final_placement.png
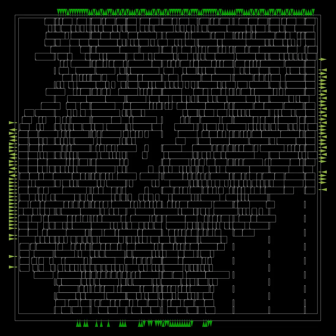
density.png
The die is cut into 12 by 12 equal tiles; white is low, dark blue is high, 0 to 100% covered.
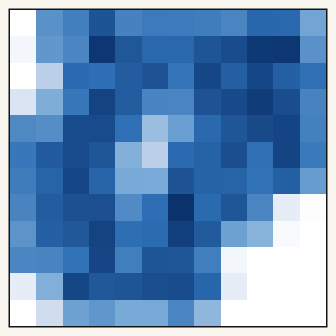
met3.png
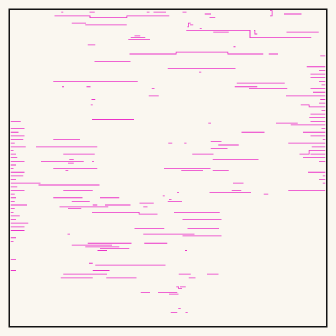
==> src/rtl/nts_rx_arb_pkg.sv <==
// Shared types and constants for the RX packet buffer read arbiter.
package nts_rx_arb_pkg;

   localparam int unsigned WS_W   = 3;
   localparam int unsigned DATA_W = 64;

   // Arbiter sequencing states.
   typedef enum logic [1:0] {
      ST_IDLE    = 2'd0,
      ST_ISSUE   = 2'd1,
      ST_CHECK   = 2'd2,
      ST_WAIT_DV = 2'd3
   } state_t;

   // Buffer word sizes; anything above WS_MAX is rejected locally.
   typedef enum logic [WS_W-1:0] {
      WS_8  = 3'd0,
      WS_16 = 3'd1,
      WS_32 = 3'd2,
      WS_64 = 3'd3
   } wordsize_t;

   localparam logic [WS_W-1:0] WS_MAX = WS_64;

   // True when the buffer can serve this word size.
   function automatic logic ws_valid(input logic [WS_W-1:0] ws);
      ws_valid = (ws <= WS_MAX);
   endfunction

endpackage

==> src/rtl/nts_rr_pick.sv <==
// Combinational round-robin pick: first pending index at or after rr_ptr.
module nts_rr_pick #(
   parameter  int unsigned NUM_REQ = 3,
   localparam int unsigned PTR_W   = $clog2(NUM_REQ)
) (
   input  logic [NUM_REQ-1:0] pending,
   input  logic [PTR_W-1:0]   rr_ptr,
   output logic [PTR_W-1:0]   grant,
   output logic               any_pending
);

   int unsigned     idx;
   logic [PTR_W-1:0] cand;

   // Scan from farthest to nearest so the nearest pending slot wins.
   always_comb begin
      grant       = '0;
      idx         = 0;
      cand        = '0;
      any_pending = |pending;
      for (int i = NUM_REQ - 1; i >= 0; i--) begin
         idx = 32'(rr_ptr) + 32'(i);
         if (idx >= NUM_REQ) begin
            idx = idx - NUM_REQ;
         end
         cand = PTR_W'(idx);
         if (pending[cand]) begin
            grant = cand;
         end
      end
   end

endmodule

==> src/rtl/nts_rx_buffer_arbiter.sv <==
// Round-robin arbiter sharing the RX buffer read port among NUM_REQ requesters.
module nts_rx_buffer_arbiter
   import nts_rx_arb_pkg::*;
#(
   parameter int unsigned ADDR_WIDTH     = 10,
   parameter int unsigned NUM_REQ        = 3,
   parameter int unsigned MAX_RETRY      = 7,
   parameter int unsigned TIMEOUT_CYCLES = 15
) (
   input  logic                              i_clk,
   input  logic                              i_areset,
   input  logic                              i_clear,
   input  logic [NUM_REQ-1:0]                i_req_rd_en,
   input  logic [NUM_REQ*(ADDR_WIDTH+3)-1:0] i_req_addr,
   input  logic [NUM_REQ*WS_W-1:0]           i_req_wordsize,
   output logic [NUM_REQ-1:0]                o_req_wait,
   output logic [NUM_REQ-1:0]                o_req_rd_dv,
   output logic [NUM_REQ-1:0]                o_req_error,
   output logic [DATA_W-1:0]                 o_req_rd_data,
   output logic                              o_access_port_rd_en,
   output logic [ADDR_WIDTH+2:0]             o_access_port_addr,
   output logic [WS_W-1:0]                   o_access_port_wordsize,
   input  logic                              i_access_port_wait,
   input  logic                              i_access_port_rd_dv,
   input  logic [DATA_W-1:0]                 i_access_port_rd_data
);

   localparam int unsigned BA_W    = ADDR_WIDTH + 3;
   localparam int unsigned PTR_W   = $clog2(NUM_REQ);
   localparam int unsigned RETRY_W = (MAX_RETRY > 0) ? $clog2(MAX_RETRY + 1) : 1;
   localparam int unsigned TMO_W   = $clog2(TIMEOUT_CYCLES + 1);

   state_t               state_q, state_d;
   logic [PTR_W-1:0]     grant_q, grant_d;
   logic [PTR_W-1:0]     rr_ptr_q, rr_ptr_d;
   logic [RETRY_W-1:0]   retry_q, retry_d;
   logic [TMO_W-1:0]     tmo_q, tmo_d;
   logic [NUM_REQ-1:0]   pending_q, pending_d;
   logic                 rd_en_q, rd_en_d;
   logic [BA_W-1:0]      addr_q, addr_d;
   logic [WS_W-1:0]      ws_q, ws_d;
   logic [NUM_REQ-1:0]   dv_q, dv_d;
   logic [NUM_REQ-1:0]   err_q, err_d;
   logic [DATA_W-1:0]    data_q, data_d;

   logic [NUM_REQ-1:0]   accept;
   logic [NUM_REQ-1:0]   reject;
   logic [BA_W-1:0]      slot_addr [NUM_REQ];
   logic [WS_W-1:0]      slot_ws   [NUM_REQ];
   logic [PTR_W-1:0]     pick;
   logic                 any_pending;
   logic                 fail;
   logic                 done;

   // Per-requester capture: a strobe is only seen while that requester is idle.
   for (genvar g = 0; g < NUM_REQ; g++) begin : g_slot
      logic [WS_W-1:0] req_ws;
      logic            strobe;
      logic [BA_W-1:0] addr_r;
      logic [WS_W-1:0] ws_r;

      assign req_ws    = i_req_wordsize[g*WS_W +: WS_W];
      assign strobe    = i_req_rd_en[g] && !pending_q[g];
      assign accept[g] = strobe && ws_valid(req_ws);
      assign reject[g] = strobe && !ws_valid(req_ws);
      assign slot_addr[g] = addr_r;
      assign slot_ws[g]   = ws_r;

      // Hold the captured address and word size until granted.
      always_ff @(posedge i_clk) begin
         if (i_areset) begin
            addr_r <= '0;
            ws_r   <= '0;
         end else if (accept[g]) begin
            addr_r <= i_req_addr[g*BA_W +: BA_W];
            ws_r   <= req_ws;
         end
      end
   end

   nts_rr_pick #(
      .NUM_REQ (NUM_REQ)
   ) u_pick (
      .pending     (pending_q),
      .rr_ptr      (rr_ptr_q),
      .grant       (pick),
      .any_pending (any_pending)
   );

   // State and registered outputs; clear aborts exactly like reset.
   always_ff @(posedge i_clk) begin
      if (i_areset || i_clear) begin
         state_q   <= ST_IDLE;
         grant_q   <= '0;
         rr_ptr_q  <= '0;
         retry_q   <= '0;
         tmo_q     <= '0;
         pending_q <= '0;
         rd_en_q   <= 1'b0;
         addr_q    <= '0;
         ws_q      <= '0;
         dv_q      <= '0;
         err_q     <= '0;
         data_q    <= '0;
      end else begin
         state_q   <= state_d;
         grant_q   <= grant_d;
         rr_ptr_q  <= rr_ptr_d;
         retry_q   <= retry_d;
         tmo_q     <= tmo_d;
         pending_q <= pending_d;
         rd_en_q   <= rd_en_d;
         addr_q    <= addr_d;
         ws_q      <= ws_d;
         dv_q      <= dv_d;
         err_q     <= err_d;
         data_q    <= data_d;
      end
   end

   // Buffer handshake sequencing and completion bookkeeping.
   always_comb begin
      state_d   = state_q;
      grant_d   = grant_q;
      rr_ptr_d  = rr_ptr_q;
      retry_d   = retry_q;
      tmo_d     = tmo_q;
      pending_d = pending_q | accept;
      rd_en_d   = 1'b0;
      addr_d    = addr_q;
      ws_d      = ws_q;
      dv_d      = '0;
      err_d     = reject;
      data_d    = data_q;
      fail      = 1'b0;
      done      = 1'b0;

      case (state_q)
         ST_IDLE: begin
            if (any_pending) begin
               grant_d = pick;
               addr_d  = slot_addr[pick];
               ws_d    = slot_ws[pick];
               rd_en_d = 1'b1;
               state_d = ST_ISSUE;
            end
         end
         ST_ISSUE: begin
            state_d = ST_CHECK;
         end
         ST_CHECK: begin
            if (i_access_port_wait) begin
               tmo_d   = '0;
               state_d = ST_WAIT_DV;
            end else if (retry_q < RETRY_W'(MAX_RETRY)) begin
               retry_d = retry_q + RETRY_W'(1);
               rd_en_d = 1'b1;
               state_d = ST_ISSUE;
            end else begin
               fail = 1'b1;
            end
         end
         ST_WAIT_DV: begin
            if (i_access_port_rd_dv) begin
               data_d        = i_access_port_rd_data;
               dv_d[grant_q] = 1'b1;
               done          = 1'b1;
            end else if (!i_access_port_wait) begin
               fail = 1'b1;
            end else if (tmo_q == TMO_W'(TIMEOUT_CYCLES - 1)) begin
               fail = 1'b1;
            end else begin
               tmo_d = tmo_q + TMO_W'(1);
            end
         end
         default: begin
            state_d = ST_IDLE;
         end
      endcase

      if (fail) begin
         err_d[grant_q] = 1'b1;
         done           = 1'b1;
      end
      if (done) begin
         pending_d[grant_q] = 1'b0;
         retry_d            = '0;
         rr_ptr_d           = (grant_q == PTR_W'(NUM_REQ - 1)) ? '0 : grant_q + PTR_W'(1);
         state_d            = ST_IDLE;
      end
   end

   assign o_req_wait             = pending_q;
   assign o_req_rd_dv            = dv_q;
   assign o_req_error            = err_q;
   assign o_req_rd_data          = data_q;
   assign o_access_port_rd_en    = rd_en_q;
   assign o_access_port_addr     = addr_q;
   assign o_access_port_wordsize = ws_q;

endmodule

==> config.mk <==
export PLATFORM = sky130hd
export DESIGN_NAME = nts_rx_buffer_arbiter
export DESIGN_NICKNAME = d
export VERILOG_FILES = /design/src/rtl/nts_rx_arb_pkg.sv /design/src/rtl/nts_rr_pick.sv /design/src/rtl/nts_rx_buffer_arbiter.sv
export SDC_FILE = /design/constraint.sdc
export NUM_CORES = 1
export LEC_CHECK = 0
export ABC_AREA = 1
export CORE_UTILIZATION = 45
export CTS_CLUSTER_DIAMETER = 60
export CTS_CLUSTER_SIZE = 12
export DETAILED_ROUTE_END_ITERATION = 16
export GPL_TIMING_DRIVEN = 0
export PLACE_DENSITY = 0.87
export SLEW_MARGIN = 15
export SYNTH_ARGS = -nofsm -noshare
export SYNTH_HDL_FRONTEND = slang
export SYNTH_SLANG_ARGS = --single-unit
==> constraint.sdc <==
create_clock -name i_clk -period 2.3 [get_ports i_clk]
set_input_delay 0.345 -clock i_clk [delete_from_list [all_inputs] [get_ports i_clk]]
set_output_delay 0.345 -clock i_clk [all_outputs]
set_load 0.02 [all_outputs]
==> run_results.csv <==
group,metric,value,unit
min_path,holdPathStages,2,
clock_network,tritoncts,"yes",
critical_path,cp.depth,5,
placed_design,dpl_worst_slack,-0.191,ns
grt,grt_remaining_overflow,0,
synthesis,ys_chip_area,6070,µm²
pwr,power.share.switching,0.229,
cells_and_area,clk_share,0.0704,
sta,maxSlewViolCount,0,
clock_network,buffers_inserted_by_post_cts_timing_repair,0,
pwr,net_switching_power,1.43,mW
synthesis,ys_sh_adder,0.0247,
drt,routed_via_density,5.04,
sta,finalClockPeriodUsage,0.941,
sta,fin_worst_hold_slack,0.454,ns
cells_and_area,final.clkbuf_count,19,
clock_network,ctsRootBufferMaster,"sky130_fd_sc_hd__clkbuf_16",
pwr,comb_cell_power,0.552,mW
pwr,power_top_consumer,"the clock network",
critical_path,crit_path_cell_trace,"clkdlybuf4s50_1 > nor2_1 > inv_2 > clkbuf_1 > a21oi_1",
critical_path,critPathKind,"in2reg",
drt,remaining_drc_errors,0,
synthesis,most_used_standard_cell_by_instance_count_after_synthesis,"sky130_fd_sc_hd__nor2_1",
critical_path,r2r_setup_slack,0.17,ns
sta,worst_slew_pin_slew,1.18,ns
synthesis,post_syn_instances,808,
grt,grt_max_degree,17,
clock_network,clock_insertion_delay_at_the_later_pin_of_the_skew_report,0.43,ns
cells_and_area,post-route-cell-area,9010,µm²
sta,max_freq,0.462,GHz
sta,worst_slack,0.135,ns
drt,antenna_violating_nets_post_route,0,
cells_and_area,layout_top_cell_excl_fill_tap,"sky130_fd_sc_hd__clkdlybuf4s50_1",
cells_and_area,proportion_of_cell_area_occupied_by_multi_input_gates,0.282,
cells_and_area,layout-drive-gt1-share,0.0620,
cells_and_area,inverters,79,
synthesis,synth.cellmix.simpleShare,0.222,
synthesis,synth_compound_gate_area_share,0.168,
placed_design,place_congestion,0.838,
synthesis,postSynthRegisterBits,151,
clock_network,tritoncts_num_sinks,151,
pwr,p_per_area,694,nW/µm²
cells_and_area,seqCellArea,3020,µm²
critical_path,worst-endpoint-required,2.63,ns
min_path,origin_of_the_worst_min_delay_path,"g_slot[1].addr_r[6]$_SDFFE_PP0P_",
pwr,clock_net_power,2.99,mW
critical_path,rr_startpoint,"rr_ptr_q[0]$_SDFFE_PP0P_",
critical_path,critPathBufInv,3,
job,drv.max_cap_violation_count,0,
placed_design,port-buffer-count,209,
cells_and_area,area.growth.synth_to_final,48.6,%
critical_path,critPathLaunch,"i_areset",
synthesis,yosys-stat-cells,808,
grt,gr-usage-all-layers,0.268,
grt,first_global_vias,5686,
sta,totalNegativeSetupSlack,0,ns
floorplanning,std_cell_rows,42,
synthesis,yosys_warnings,0,
floorplanning,chipArea,14000,µm²
floorplanning,io_pins,210,
critical_path,critPathMaxStageDelay,0.89,ns
synthesis,part_of_the_yosys_area_used_for_sequential_elements,0.498,
pwr,p_clk_frac,0.478,
placed_design,postPlaceCellArea,8380,µm²
run_status,status,"finished clean",
synthesis,synth.area.mux_share,0,
clock_network,cts_htree_levels,4,
floorplanning,die_w,118,µm
cells_and_area,logic_area,2540,µm²
floorplanning,core,13200,µm²
sta,report.final.hold_viol_count,0,
cells_and_area,finish.net_count,1168,
synthesis,yosys_most_used_dff,"sky130_fd_sc_hd__dfxtp_1",
critical_path,slowest_stage,"sky130_fd_sc_hd__nor2_1",
min_path,min_to,"g_slot[1].addr_r[6]$_SDFFE_PP0P_",
drt,detail_route.wl_per_cell,15.1,µm
sta,unrepaired_setup_endpoints_after_global_routing,"no",
critical_path,arrival,2.50,ns
clock_network,clockBufferDepth,2,
critical_path,worstRegToRegCells,13,
critical_path,cp_top_family,"buffers and inverters",
pwr,max-vdd-ir-drop,0.585,mV
pwr,report.power.total,6.25,mW
clock_network,count_of_hold_buffers_inserted_by_post_cts_repair,0,
cells_and_area,seq_area_frac,0.335,
clock_network,cts_resized,0,
drt,drt_iter0_markers,441,
critical_path,timing.critical_path.from_type,"input pin",
critical_path,r2r-end,"o_access_port_addr[11]$_SDFFE_PP0P_",
synthesis,top_cells_by_area,"sky130_fd_sc_hd__dfxtp_1 (50%), sky130_fd_sc_hd__nor2_1 (10%), sky130_fd_sc_hd__o21ai_0 (9.6%)",
cells_and_area,number_of_buffers_other_than_clock_buffers_in_the_final_layout,253,
sta,clock-skew-final,0.0116,ns
cells_and_area,layout.comb_gates.multi_input,534,
clock_network,clock_pin_slew_of_the_registers_on_the_worst_case_setup_and_hold_paths,0.06,ns
synthesis,synth-edff-count,0,
critical_path,endpoint,"o_req_error[2]$_SDFF_PP0_",
synthesis,synthesis.area_per_instance,7.51,µm²
synthesis,yosys.area_share.xor_xnor,0.00433,
drt,firstDrtPassIters,5,
critical_path,crit_path_max_fanout,10,
floorplanning,die_y,118,µm
synthesis,synth.distinct_cells,31,
clock_network,cts_inserted_buffers,17,
critical_path,setup.worst_path.end_class,"flip-flop",
synthesis,top_cells_by_instance_count_after_synthesis,"sky130_fd_sc_hd__nor2_1 (169), sky130_fd_sc_hd__dfxtp_1 (151), sky130_fd_sc_hd__o21ai_0 (116), sky130_fd_sc_hd__nand2_1 (96), sky130_fd_sc_hd__inv_1 (74)",
pwr,internal_power,4.82,mW
cells_and_area,layout.buffer.nonclock.area_share,0.255,
pwr,share_comb_of_total_power,0.088,
placed_design,dp_cells,1193,
grt,first_pass_grt_wire_length,29.1,mm
sta,setup_violations,0,
cells_and_area,fillers,1009,
min_path,hold_class,"reg2reg",
cells_and_area,top_area_cell_class,"registers",
synthesis,largest_logic_family,"simple AND/OR/NAND/NOR gates",
floorplanning,floorplan.core_util,0.460,
synthesis,syn-num-nets,940,
synthesis,mappedNetlistArea,6070,µm²
grt,antenna_found_initial,0,
placed_design,place_hpwl,13.2,mm
cells_and_area,antenna_cells,0,
pwr,p_seq_frac,0.433,
job,warnings,34,
cells_and_area,finalCoreUtilization,0.683,
cells_and_area,layout_top_cells_excl_fill_tap,"sky130_fd_sc_hd__clkdlybuf4s50_1 (209), sky130_fd_sc_hd__nor2_1 (169), sky130_fd_sc_hd__dfxtp_1 (151)",
synthesis,synth_async_sr_flop_share,0,
sta,finalWorstPathRequiredPeriod,2.17,ns
pwr,seq_pwr,2.71,mW
synthesis,yosysTopAreaCell,"sky130_fd_sc_hd__dfxtp_1",
pwr,leakagePower,3.44,nW
synthesis,post-synth-top-area-fraction,0.498,
sta,slew_headroom,0.209,
Notes on final_placement.png above:
Tap Count: 176
Final Non-Filler Cells: 1,225
flip-flops: 151

Notes on density.png above:
45% of the tiles are over 75% full. The mean over all tiles is 63%. 10% of the tiles are nearly empty.

Notes on met3.png above:
The wires run mostly horizontal. The longest straight run is 31.3 µm. The layer carries 1,210 µm of wire.
total routed wirelength: 18.5 mm
global-route met3 utilization: 0.0620
via count of the routed design: 6,169

[flip-flops by register name, summed over array words and instances, names as in the netlist]
signal,flops
g_slot.addr_r,39
g_slot.ws_r,9
grant_q,2
o_access_port_addr,13
o_access_port_rd_en,1
o_access_port_wordsize,3
o_req_error,3
o_req_rd_data,64
o_req_rd_dv,3
o_req_wait,3
retry_q,3
rr_ptr_q,2
state_q,2
tmo_q,4
[worst min-delay path, cell delays in order (launching register included)]
cell and delay, ns:
sky130_fd_sc_hd__dfxtp_1 0.30, sky130_fd_sc_hd__inv_1 0.06, sky130_fd_sc_hd__a21oi_1 0.05
[layer usage]
metal,track usage,share of wire,routed length [µm]
met4,0.127,0.034,621
met5,0,0,0
met3,0.0620,0.066,1210
met1,0.323,0.41,7620
met2,0.450,0.49,9010
Power figures rest on the tool's default switching activity, not on a simulated workload.
